[src/rtl/varredura_matriz_if.sv]
// rtl/varredura_matriz_if.sv - pattern write / swap request channel of the LED matrix scanner
interface varredura_matriz_if;
  logic       escrever;
  logic [2:0] coluna_idx;
  logic [4:0] dado_coluna;
  logic       trocar;
  logic       pronto;
  logic       erro;

  modport master (
    output escrever,
    output coluna_idx,
    output dado_coluna,
    output trocar,
    input  pronto,
    input  erro
  );

  modport slave (
    input  escrever,
    input  coluna_idx,
    input  dado_coluna,
    input  trocar,
    output pronto,
    output erro
  );
endinterface

[src/rtl/varredura_matriz.sv]
// rtl/varredura_matriz.sv - double-buffered 7x5 column-scan refresh controller (optional VARREDURA_BRILHO_EN)
module varredura_matriz #(
  parameter int DIV_WIDTH = 16,
  parameter int DIV_MAX   = 49999
) (
  input  logic                 clk,
  input  logic                 rst_n,
  input  logic                 habilitar,
`ifdef VARREDURA_BRILHO_EN
  input  logic [2:0]           brilho,
`endif
  varredura_matriz_if.slave    barramento,
  output logic [6:0]           acender_coluna,
  output logic                 saida_reg1,
  output logic                 saida_reg2,
  output logic                 saida_reg3,
  output logic                 saida_reg4,
  output logic                 saida_reg5
);

  localparam logic [0:0] PARADO = 1'b0;
  localparam logic [0:0] VARRE  = 1'b1;

  localparam logic [DIV_WIDTH-1:0] CNT_MAX = DIV_WIDTH'(DIV_MAX);

  logic [0:0]           estado;
  logic [DIV_WIDTH-1:0] cnt;
  logic [2:0]           col;
  logic                 pendente;
  logic                 erro_q;
  logic [6:0]           acender_q;
  logic [4:0]           linha_q;
  logic [4:0]           sombra [0:6];
  logic [4:0]           exibe  [0:6];

  logic aceita;
  logic fim_coluna;
  logic fim_quadro;
  logic copiar;
  logic aceso;

  // A request is only taken while no swap is outstanding, so the shadow bank is frozen during a pending swap.
  assign aceita     = barramento.escrever && !pendente;
  assign fim_coluna = (estado == VARRE) && (cnt == CNT_MAX);
  assign fim_quadro = fim_coluna && (col == 3'd6);
  assign copiar     = pendente && ((estado == PARADO) || fim_quadro);

`ifdef VARREDURA_BRILHO_EN
  localparam int PASSO = (DIV_MAX + 1) >> 3;
  logic [DIV_WIDTH+3:0] limite;
  assign limite = (DIV_WIDTH+4)'(PASSO) * {{DIV_WIDTH{1'b0}}, ({1'b0, brilho} + 4'd1)};
  assign aceso  = {4'd0, cnt} < limite;
`else
  assign aceso  = 1'b1;
`endif

  assign barramento.pronto = ~pendente;
  assign barramento.erro   = erro_q;

  assign acender_coluna = acender_q;
  assign saida_reg1     = linha_q[0];
  assign saida_reg2     = linha_q[1];
  assign saida_reg3     = linha_q[2];
  assign saida_reg4     = linha_q[3];
  assign saida_reg5     = linha_q[4];

  // Shadow bank writes and the one-cycle invalid-index pulse.
  always_ff @(posedge clk or negedge rst_n) begin
    if (!rst_n) begin
      for (int i = 0; i < 7; i++) sombra[i] <= 5'd0;
      erro_q <= 1'b0;
    end else begin
      if (aceita && (barramento.coluna_idx != 3'd7))
        sombra[barramento.coluna_idx] <= barramento.dado_coluna;
      erro_q <= aceita && (barramento.coluna_idx == 3'd7);
    end
  end

  // Swap bookkeeping: copy at the frame wrap (or at once when stopped), otherwise latch a new request.
  always_ff @(posedge clk or negedge rst_n) begin
    if (!rst_n) begin
      for (int i = 0; i < 7; i++) exibe[i] <= 5'd0;
      pendente <= 1'b0;
    end else if (copiar) begin
      for (int i = 0; i < 7; i++) exibe[i] <= sombra[i];
      pendente <= 1'b0;
    end else if (barramento.trocar && !pendente) begin
      pendente <= 1'b1;
    end
  end

  // Scan state, prescaler, column counter and the registered column/row drive.
  always_ff @(posedge clk or negedge rst_n) begin
    if (!rst_n) begin
      estado    <= PARADO;
      cnt       <= '0;
      col       <= 3'd0;
      acender_q <= 7'd0;
      linha_q   <= 5'd0;
    end else begin
      estado <= habilitar ? VARRE : PARADO;
      if (estado == PARADO) begin
        cnt       <= '0;
        col       <= 3'd0;
        acender_q <= 7'd0;
        linha_q   <= 5'd0;
      end else begin
        cnt <= fim_coluna ? '0 : cnt + DIV_WIDTH'(1);
        if (fim_coluna)
          col <= (col == 3'd6) ? 3'd0 : col + 3'd1;
        acender_q <= aceso ? (7'b0000001 << col) : 7'd0;
        linha_q   <= aceso ? exibe[col] : 5'd0;
      end
    end
  end

endmodule

[src/flat_wrapper.sv]
// flat-port wrapper written by rule: the top's interface ports become plain ports
module varredura_matriz_flat 
#(
  parameter int DIV_WIDTH = 16,
  parameter int DIV_MAX   = 49999
)
  (clk, rst_n, habilitar, acender_coluna, saida_reg1, saida_reg2, saida_reg3, saida_reg4, saida_reg5, barramento_escrever, barramento_coluna_idx, barramento_dado_coluna, barramento_trocar, barramento_pronto, barramento_erro);
  varredura_matriz_if barramento_i ();
  input  logic clk;
  input  logic rst_n;
  input  logic habilitar;
  output logic [6:0] acender_coluna;
  output logic saida_reg1;
  output logic saida_reg2;
  output logic saida_reg3;
  output logic saida_reg4;
  output logic saida_reg5;
  input wire logic [$bits(barramento_i.escrever)-1:0] barramento_escrever;
  input wire logic [$bits(barramento_i.coluna_idx)-1:0] barramento_coluna_idx;
  input wire logic [$bits(barramento_i.dado_coluna)-1:0] barramento_dado_coluna;
  input wire logic [$bits(barramento_i.trocar)-1:0] barramento_trocar;
  output wire logic [$bits(barramento_i.pronto)-1:0] barramento_pronto;
  output wire logic [$bits(barramento_i.erro)-1:0] barramento_erro;
  assign barramento_i.escrever = barramento_escrever;
  assign barramento_i.coluna_idx = barramento_coluna_idx;
  assign barramento_i.dado_coluna = barramento_dado_coluna;
  assign barramento_i.trocar = barramento_trocar;
  assign barramento_pronto = barramento_i.pronto;
  assign barramento_erro = barramento_i.erro;
  varredura_matriz #(.DIV_WIDTH(DIV_WIDTH), .DIV_MAX(DIV_MAX)) u_core (.clk(clk), .rst_n(rst_n), .habilitar(habilitar), .barramento(barramento_i), .acender_coluna(acender_coluna), .saida_reg1(saida_reg1), .saida_reg2(saida_reg2), .saida_reg3(saida_reg3), .saida_reg4(saida_reg4), .saida_reg5(saida_reg5));
endmodule
[config.mk]
export PLATFORM = sky130hd
export DESIGN_NAME = varredura_matriz_flat
export DESIGN_NICKNAME = d
export VERILOG_FILES = /design/src/rtl/varredura_matriz_if.sv /design/src/rtl/varredura_matriz.sv /design/src/flat_wrapper.sv
export SDC_FILE = /design/constraint.sdc
export NUM_CORES = 1
export LEC_CHECK = 0
export ABC_AREA = 1
export CORE_MARGIN = 4
export CORE_UTILIZATION = 60
export CTS_CLUSTER_DIAMETER = 60
export CTS_CLUSTER_SIZE = 16
export DETAILED_ROUTE_END_ITERATION = 12
export DONT_BUFFER_PORTS = 1
export PLACE_DENSITY = 0.76
export SLEW_MARGIN = 20
export SYNTH_ARGS = -nofsm -noshare
export SYNTH_HDL_FRONTEND = slang
export SYNTH_SLANG_ARGS = --single-unit
[constraint.sdc]
create_clock -name clk -period 5.01 [get_ports clk]
set_clock_uncertainty 0.15 [all_clocks]
set_input_delay 0.7515 -clock clk [delete_from_list [all_inputs] [get_ports clk]]
set_output_delay 0.7515 -clock clk [all_outputs]
set_load 0.02 [all_outputs]
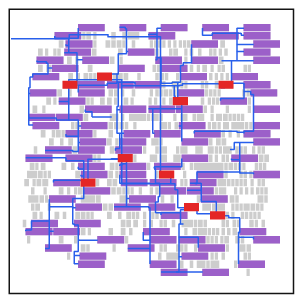
**Above:** run 1 (clock wires, drivers and flops).
Drawn at 3 px/um.
[flip-flops] purple | count: 104
[clock-net drivers] red | count: 9
[clock wires] blue | length: 1090 um
routed clock nets: 10

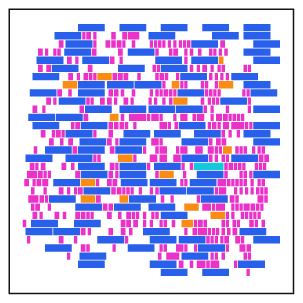
**Above:** run 1 (cells colored by class).
Drawn at 3 px/um.
[registers] blue | cells: 104 | share of their area: 57%
[clock drivers and dummy loads] orange | cells: 16 | share of their area: 4.1%
[remaining buffers and delay cells] cyan | cells: 1 | share of their area: 0.60%
[remaining logic cells] magenta | cells: 397 | share of their area: 38%

==> summary.txt, run 1 <==
On the backend side, the flow ran end to end.

For this block, the via count after detailed routing is 3279. The warning tally printed by Yosys for this design is 0. The per-instance average area after synthesis stands at 8.640 sq um. The worst hold path belongs to the class in -> async. TritonCTS built the clock tree. The number of primary I/O pins stands at 27. The and-or/or-and share of the synthesized area stands at 7.003%.

Per the OpenROAD power report, leakage power amounts to 0.002375 uW. For reference, XOR and XNOR gates occupy 1.176% of the area reported after synthesis. The maximum buffer depth of the clock tree stands at 2.

The overall power stands at 1899 uW. The tree built by TritonCTS fans out to 104 sinks. The repair_antennas step left the layout with diodes totalling 0. The worst VDD IR drop from the latest analysis is 260.6 uV. The fill cell instance count of the final layout stands at 617. The run finished with clean final reports. Counting instances in the post-synthesis netlist gives the leading cell types as sky130_fd_sc_hd__nand2_1 (173), sky130_fd_sc_hd__dfrtp_1 (104), sky130_fd_sc_hd__nor2_1 (61), sky130_fd_sc_hd__nand3_1 (50), sky130_fd_sc_hd__inv_1 (30). The count of different cell masters after synthesis stands at 28.

Hold timing on the final database bottoms out at a slack of 0.1527 ns. The biggest area contributor in the post-synthesis netlist is sky130_fd_sc_hd__dfrtp_1. The floorplan has 31 rows.

The gate count of the mapped netlist stands at 517. Setup repair after global routing left no endpoint under its margin. The data required time of the critical path stands at 5.11 ns. The chip area in the Yosys report stands at 4467 sq um. The mapped netlist covers 4467 sq um. The worst setup path is captured at a flip-flop. OpenSTA lists the critical path endpoint as u_core.exibe[32]. The area after detailed placement stands at 4486 sq um. The setup path with the least slack is of type reg -> reg.

The fraction of final layout cells with drive strength greater than 1 stands at 4.826%. The count of inserted tapcells stands at 99. Max-slew check failures listed in the final report amount to 0. Among all flip-flop cells after synthesis, the most frequent one is sky130_fd_sc_hd__dfrtp_1.

The first global-routing pass estimated 15510 um of wire. Per the OpenROAD floorplan log, the width of the die is 94.28 um. The maximum clock frequency stands at 0.3775 GHz.

The non-filler instance count after layout stands at 617. The area of the core stands at 7253 sq um. The number of storage elements in the synthesis netlist stands at 104. The utilization after layout stands at 64.81%.
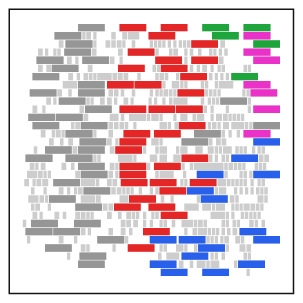
**Above:** run 1 (sequential cells colored by netlist name).
Drawn at 3 px/um. Other sequential cells in the stronger gray, the rest of the logic in the fainter gray.
[u_core.acender_coluna] magenta | sequential cells: 7 | where: north-east
[u_core.exibe] red | sequential cells: 35
[u_core.linha_q] green | sequential cells: 5 | where: north-east
[u_core.cnt] blue | sequential cells: 16
not colored: 41

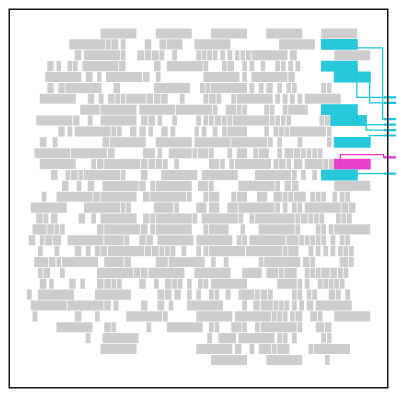
**Above:** run 1 (I/O nets highlighted).
Drawn at 4 px/um.
[acender_coluna] cyan | direction: output | edge: east | end cells: 7 | buffers: 0 | wire: 77.7 um
[habilitar] magenta | direction: input | edge: east | end cells: 1 | buffers: 0 | wire: 14.2 um

run 1: sequential cells by signal, indices dropped and copies added, names as in the netlist:
register	count
u_core.acender_coluna	7
u_core.barramento.erro	1
u_core.cnt	16
u_core.col	3
u_core.estado	1
u_core.exibe	35
u_core.linha_q	5
u_core.pendente	1
u_core.sombra	35
run 1: worst min-delay path by stage:
stage | start | to | slack, ns
final | rst_n | u_core.col[0] | 0.15
after CTS | rst_n | u_core.col[0] | 0.18
after global routing | rst_n | u_core.exibe[30] | 0.19
after floorplan | u_core.cnt[0] | u_core.cnt[0] | 0.28
after global placement | u_core.cnt[0] | u_core.cnt[0] | 0.30
after detailed placement | u_core.cnt[0] | u_core.cnt[0] | 0.30
run 1: logic make-up (layout without fill, tap and decap cells):
kind of cell               after synthesis  in the layout
DFF                                    104            104
buffers and inverters                   49             50
adders and majority gates                2              2
AOI/OAI and AO/OA                       55             55
xor gates and xnor gates                 6              6
and+or+nand+nor                        301            301
run 1: power breakdown:
part / switching [uW] / leakage, uW / total [uW] / internal [uW]
registers: 124 / 0.00135 / 1140 / 1010
clock network: 292 / 0.0000952 / 494 / 201
logic: 168 / 0.000925 / 269 / 101
run 1: metal layers:
layer	GRT usage, %	vias up	share of wire [%]
met1	31.79	1526	48
met5	0	-	0
li1	-	1656	-
met2	35.52	87	46
met4	6.017	0	1.3
met3	5.849	10	5.2
run 1: cells in the final DEF (no fill, tap or decap):
master,instances
sky130_fd_sc_hd__buf_16,1
sky130_fd_sc_hd__nor3_1,5
sky130_fd_sc_hd__nor3b_1,2
sky130_fd_sc_hd__xnor2_1,1
sky130_fd_sc_hd__nand3b_1,1
sky130_fd_sc_hd__a21oi_1,14
sky130_fd_sc_hd__clkinv_1,1
sky130_fd_sc_hd__dfrtp_1,104
sky130_fd_sc_hd__nand2_4,1
sky130_fd_sc_hd__clkbuf_8,10
sky130_fd_sc_hd__inv_8,1
sky130_fd_sc_hd__nor2_1,61
sky130_fd_sc_hd__clkinv_2,1
sky130_fd_sc_hd__clkinvlp_4,1
sky130_fd_sc_hd__clkinv_4,1
sky130_fd_sc_hd__ha_1,2
sky130_fd_sc_hd__nand2_1,173
sky130_fd_sc_hd__xor2_1,5
sky130_fd_sc_hd__nand4_1,4
sky130_fd_sc_hd__o22ai_1,1
sky130_fd_sc_hd__a22oi_1,10
sky130_fd_sc_hd__o21ai_1,9
sky130_fd_sc_hd__a21oi_4,1
sky130_fd_sc_hd__nand3_1,50
sky130_fd_sc_hd__inv_1,30
sky130_fd_sc_hd__nor2_2,1
sky130_fd_sc_hd__inv_6,2
sky130_fd_sc_hd__o21ai_0,20
sky130_fd_sc_hd__nor3_2,2
sky130_fd_sc_hd__nand2_2,1
sky130_fd_sc_hd__inv_2,2
run 1: worst max-delay path: stages, from the launching register on:
cell                      delay, ns
sky130_fd_sc_hd__dfrtp_1       0.45
sky130_fd_sc_hd__nor2_2        0.43
sky130_fd_sc_hd__nand2_1       0.20
sky130_fd_sc_hd__a21oi_4       0.70
sky130_fd_sc_hd__nand2_4       0.36
sky130_fd_sc_hd__nand2_1       0.16
sky130_fd_sc_hd__nand2_1       0.06
**Run 1: cell placement**

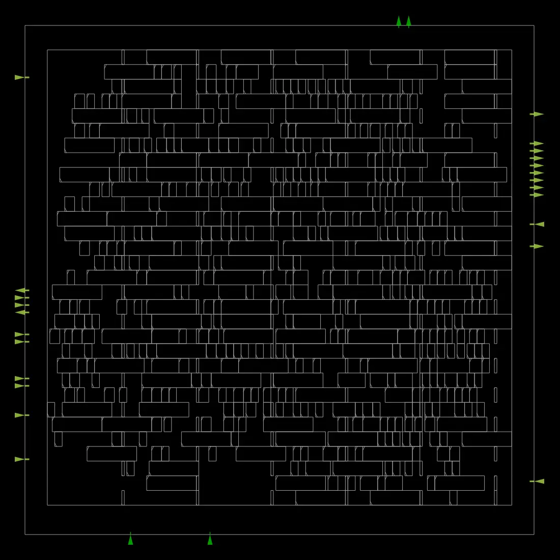

## Run 2: what changed since run 1
clock period = 2.8 ns   (was 5.01 ns; I/O delays follow)
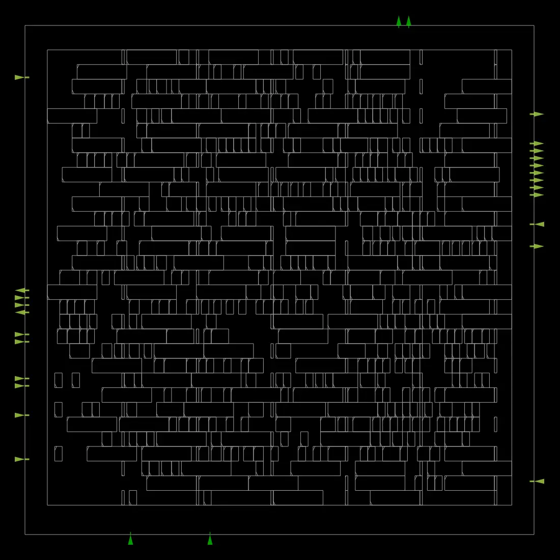
**Above:** run 2 (cell placement).
number of tapcells: 99
number of standard-cell rows in the floorplan: 31

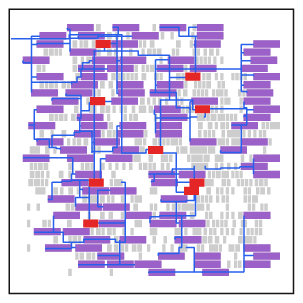
**Above:** run 2 (clock wires, drivers and flops).
Drawn at 3 px/um.
[flip-flops] purple | count: 104
[clock-net drivers] red | count: 9
[clock wires] blue | length: 1130 um
flops lie: widely spread

==> summary.txt, run 2 <==
On the backend side, the flow ran end to end.

The number of vias after detailed routing stands at 3264 (-0.46%). In the final layout, the registers with the most flip-flops are u_core.exibe (35), u_core.sombra (35), u_core.cnt (16). Ranking logic cells in the layout by count gives the top entries sky130_fd_sc_hd__nand2_1 (173), sky130_fd_sc_hd__dfrtp_1 (104), sky130_fd_sc_hd__nor2_1 (61), sky130_fd_sc_hd__nand3_1 (50), sky130_fd_sc_hd__inv_1 (30). The data required time of the critical path came to 2.96 ns (-2.15 ns). The gate count of the mapped netlist is 517 (unchanged). The fill cell instance count of the final layout stands at 644 (+4.4%). The top cell type in the final layout, fill and taps aside, is sky130_fd_sc_hd__nand2_1. The global-route wire length before repair was 14990 um (-3.4%). The tightest min-delay check is of the in -> async type. The final reports fail on negative hold slack. The run finished, with violations left. In the synthesized netlist, the cells that appear most often are sky130_fd_sc_hd__nand2_1 (173), sky130_fd_sc_hd__dfrtp_1 (104), sky130_fd_sc_hd__nor2_1 (61), sky130_fd_sc_hd__nand3_1 (50), sky130_fd_sc_hd__inv_1 (30). The chip area in the Yosys report stands at 4467 sq um (unchanged). The per-instance average area after synthesis was 8.640 sq um (unchanged). The count of different cell masters after synthesis was 28 (unchanged).

The yosys synthesis warning count stands at 0 (unchanged). The maximum clock frequency came to 0.5133 GHz (+36%). Setup repair after global routing left no endpoint under its margin. Hold-check failures listed in the final report amount to 104. Looking at the cell usage after synthesis, the top flip-flop cell is sky130_fd_sc_hd__dfrtp_1. The share of the synthesized netlist area taken by xor and xnor gates is 1.176% (unchanged). The area of the mapped netlist stands at 4467 sq um (unchanged). TritonCTS built the clock tree.

The worst-case hold slack stands at -0.4141 ns (-0.5668 ns).
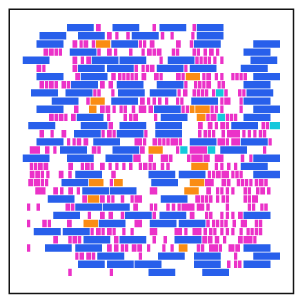
**Above:** run 2 (cells colored by class).
Drawn at 3 px/um.
[registers] blue | cells: 104 | share of their area: 57%
[remaining logic cells] magenta | cells: 397 | share of their area: 38%
[clock drivers and dummy loads] orange | cells: 16 | share of their area: 4.1%
[remaining buffers and delay cells] cyan | cells: 5 | share of their area: 0.87%

[run 2: cell counts after synthesis]
No cell type changed its count.
[run 2: through the flow]
| step | cells | instance area (sq um) |
|---|---|---|
| floorplan | 517 | 4467 |
| global placement | 604 | 4516 |
| detailed placement | 604 | 4516 |
| CTS | 621 | 4716 |
| global route | 621 | 4716 |
| finish | 621 | 4716 |
[run 2: cells by family (layout without fill, tap and decap cells)]
group           Yosys count  after routing
simple gates            301            301
flops                   104            104
compound gates           55             55
buf+inv                  49             54
xor+xnor                  6              6
fa+ha+maj                 2              2
[run 2: cell type report]
cell class,count,area (sq um),share of cell area [%]
multi-input combinational,364,1635,34.68
clock inverter,7,66.31,1.406
timing repair buffer,5,40.04,0.8490
tap,99,123.9,2.627
inverter,33,123.9,2.627
clock buffer,9,123.9,2.627
sequential,104,2603,55.19
[run 2: worst max path at each step]
stage,from,to,slack [ns]
floorplan,u_core.cnt[0],u_core.exibe[15],1.17
global placement,u_core.cnt[0],u_core.exibe[17],0.92
detailed placement,u_core.cnt[0],u_core.exibe[16],0.87
CTS,u_core.cnt[0],u_core.exibe[16],0.84
global route,u_core.cnt[0],u_core.exibe[7],0.67
finish,u_core.cnt[0],u_core.exibe[7],0.85
[run 2: where the power goes]
group	internal, uW	switching (uW)	total [uW]
registers	1810	217	2030
clock network	343	547	891
logic	184	276	460
[run 2: critical path, cell delays in order (launching register included)]
cell	delay (ns)
sky130_fd_sc_hd__dfrtp_1	0.38
sky130_fd_sc_hd__ha_1	0.21
sky130_fd_sc_hd__nand3_1	0.17
sky130_fd_sc_hd__nor2_1	0.17
sky130_fd_sc_hd__nand2_1	0.08
sky130_fd_sc_hd__nand2_2	0.09
sky130_fd_sc_hd__buf_4	0.40
sky130_fd_sc_hd__nand3_1	0.15
sky130_fd_sc_hd__nand2_1	0.09
[run 2: routing by layer]
layer	part of all wire, %	wire (um)	GRT usage, %	vias up
met1	49	4246	30.80	1532
met4	1.9	169	8.785	0
met3	4.3	376	3.205	11
met5	0	0	0	-
met2	45	3960	33.87	62
li1	-	-	-	1659
**Run 2: sequential cells colored by netlist name**

Drawn at 3 px/um. Other sequential cells in the stronger gray, the rest of the logic in the fainter gray.
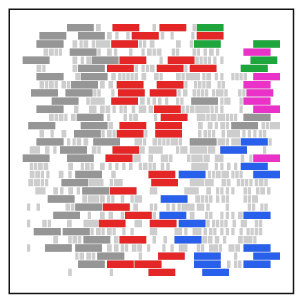

## Run 3: what changed since run 2
clock period = 1.8 ns   (was 2.8 ns; I/O delays follow)
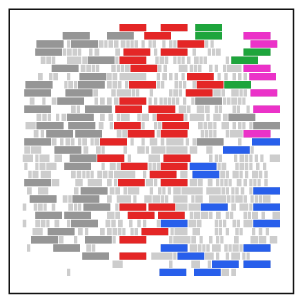
**Above:** run 3 (sequential cells colored by netlist name).
Drawn at 3 px/um. Other sequential cells in the stronger gray, the rest of the logic in the fainter gray.
[u_core.linha_q] green | sequential cells: 5 | where: north-east
[u_core.acender_coluna] magenta | sequential cells: 7 | where: north-east
[u_core.cnt] blue | sequential cells: 16
[u_core.exibe] red | sequential cells: 35
not colored: 41

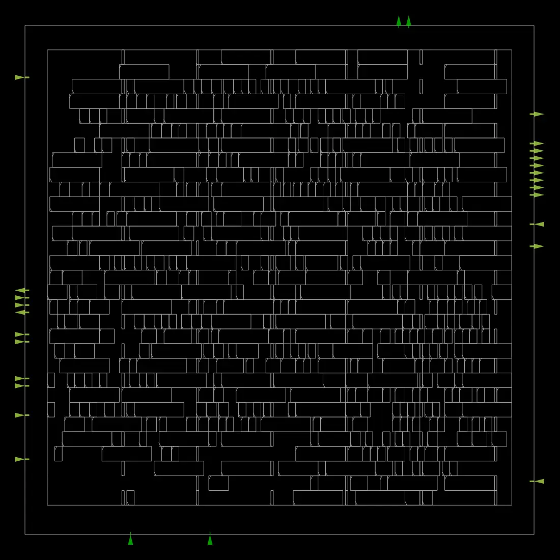
**Above:** run 3 (cell placement).
filler cell count: 585
fraction of area in registers: 51.99%
count of flip-flops and latches: 104
share of the core filled with cells in the final layout: 69.05%

==> summary.txt, run 3 <==
On the backend side, the flow ran end to end.

The worst-case hold slack stands at -0.5652 ns (-0.1511 ns). CTS saw 104 sinks. The area of the mapped netlist stands at 4467 sq um (unchanged). TritonCTS built the clock tree. The sequential cell area was 2604 sq um (about the same). The finished layout cell area came to 5009 sq um (+6.2%). In the layout the commonest cells are sky130_fd_sc_hd__nand2_1 (172), sky130_fd_sc_hd__dfrtp_1 (103), sky130_fd_sc_hd__nor2_1 (58), sky130_fd_sc_hd__nand3_1 (47), sky130_fd_sc_hd__inv_1 (30). Setup repair after global routing could not meet its margin everywhere. The H-tree depth reported by CTS stands at 3. The area after detailed placement stands at 4638 sq um (+2.7%).

The number of vias after detailed routing stands at 3476 (+6.5%). Max-cap violations in this run came to 0. The combinational cell area excluding buffers and inverters was 1690 sq um (+3.4%). The per-instance average area after synthesis stands at 8.640 sq um (unchanged). The flow ran to the end, but the final reports show violations.

After synthesis the netlist holds a flip-flop and latch count of 104. STA classifies the critical path startpoint as a flip-flop. The commonest register cell is sky130_fd_sc_hd__dfrtp_1. The data required time of the critical path was 1.96 ns (-1.00 ns). The cell sequence reported for the critical path is inv_4, nand3_1, nor3_2, dlygate4sd3_1. The gate count of the mapped netlist came to 517 (unchanged).

The finished design was reported to have a net count of 554. The registers reported with the highest flop counts are u_core.exibe (35), u_core.sombra (35), u_core.cnt (16). The yosys synthesis warning count is 0 (unchanged). The count of standard-cell rows was 31 (unchanged). The maximum clock frequency stands at 0.5739 GHz (+12%).

According to the hold report, the worst path is of the in -> async type. Looking at the critical path, the single cell with the biggest stage delay is sky130_fd_sc_hd__dlygate4sd3_1. The global-route wire length before repair was 15640 um (+4.3%). For reference, the top cells by count after synthesis are sky130_fd_sc_hd__nand2_1 (173), sky130_fd_sc_hd__dfrtp_1 (104), sky130_fd_sc_hd__nor2_1 (61), sky130_fd_sc_hd__nand3_1 (50), sky130_fd_sc_hd__inv_1 (30).

The checks that failed: negative hold slack. The top cell type's share of synthesized area stands at 58.26%. Per the cell usage report, the commonest logic cell in the layout is sky130_fd_sc_hd__nand2_1. The chip area in the Yosys report came to 4467 sq um (unchanged). The number of endpoints with negative hold slack in the final report was 105 (+0.96%).
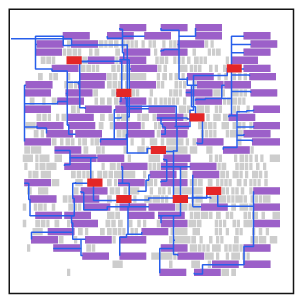
**Above:** run 3 (clock wires, drivers and flops).
Drawn at 3 px/um.
[clock-net drivers] red | count: 9
[flip-flops] purple | count: 104
[clock wires] blue | length: 1060 um
routed clock nets: 10

run 3: layout make-up:
type	instances	share of cell area (%)
clock inverters	7	1.524
well taps	99	2.473
flip-flops and latches	104	51.99
multi-input cells	365	33.75
clock buffers	9	2.473
inverters	33	2.523
repair buffers	26	5.271
run 3: metal layers:
| metal | vias to the layer above | global-route usage [%] | wire length, um |
|---|---|---|---|
| met4 | 0 | 6.498 | 115 |
| li1 | 1704 | - | - |
| met3 | 12 | 5.849 | 477 |
| met1 | 1660 | 31.30 | 4347 |
| met5 | - | 0 | 0 |
| met2 | 100 | 36.41 | 4610 |
run 3: critical path, delay by kind of cell, from the launching register on:
kind          cells  cell delay, ns
buf+inv           2            0.73
flops             1            0.43
simple gates      2            0.37
run 3: power breakdown:
group | switching, uW | total (uW) | internal (uW)
sequential | 335 | 3150 | 2810
combinational | 451 | 783 | 333
clock | 865 | 1410 | 545
run 3: logic make-up after synthesis:
family,after synthesis,share of synthesized area (%)
simple gates,301,27.87
fa+ha+maj,2,0.5601
flops,104,58.26
xor+xnor,6,1.176
buf+inv,49,5.126
compound gates,55,7.003
run 3: timing repair:
action | 4_1_cts | 5_1_grt
setup buffers | 0 | 4
resized | 0 | 13
endpoints found under the setup margin | 0 | 52
endpoints found under the hold margin | 107 | 104
run 3: how the worst max path moves through the flow:
| stage | slack [ns] | cells after the start | end | from |
|---|---|---|---|---|
| 3_5_place_dp | 0.07 | 6 | u_core.sombra[14] | u_core.pendente |
| 3_3_place_gp | 0.13 | 8 | u_core.exibe[26] | u_core.cnt[12] |
| 4_1_cts | 0.05 | 6 | u_core.sombra[14] | u_core.pendente |
| 2_1_floorplan | 0.17 | 9 | u_core.exibe[15] | u_core.cnt[0] |
| 6_report | 0.06 | 4 | u_core.barramento.erro | u_core.pendente |
| 5_1_grt | -0.05 | 8 | u_core.exibe[28] | u_core.cnt[11] |
run 3: stage by stage:
step,setup WS (ns),util (%),hold WS [ns],power [uW],cells
6_report,0.05746,69.05,-0.5652,5342,643
5_1_grt,-0.04986,69.05,-0.5998,5642,643
4_1_cts,0.05332,67.26,-0.5858,5336,637
3_5_place_dp,0.06659,63.95,-0.1729,3920,617
3_3_place_gp,0.1302,63.95,-0.1728,3881,617
2_1_floorplan,0.1671,-,-0.1756,3683,517
Power and IR drop assume default switching activity.
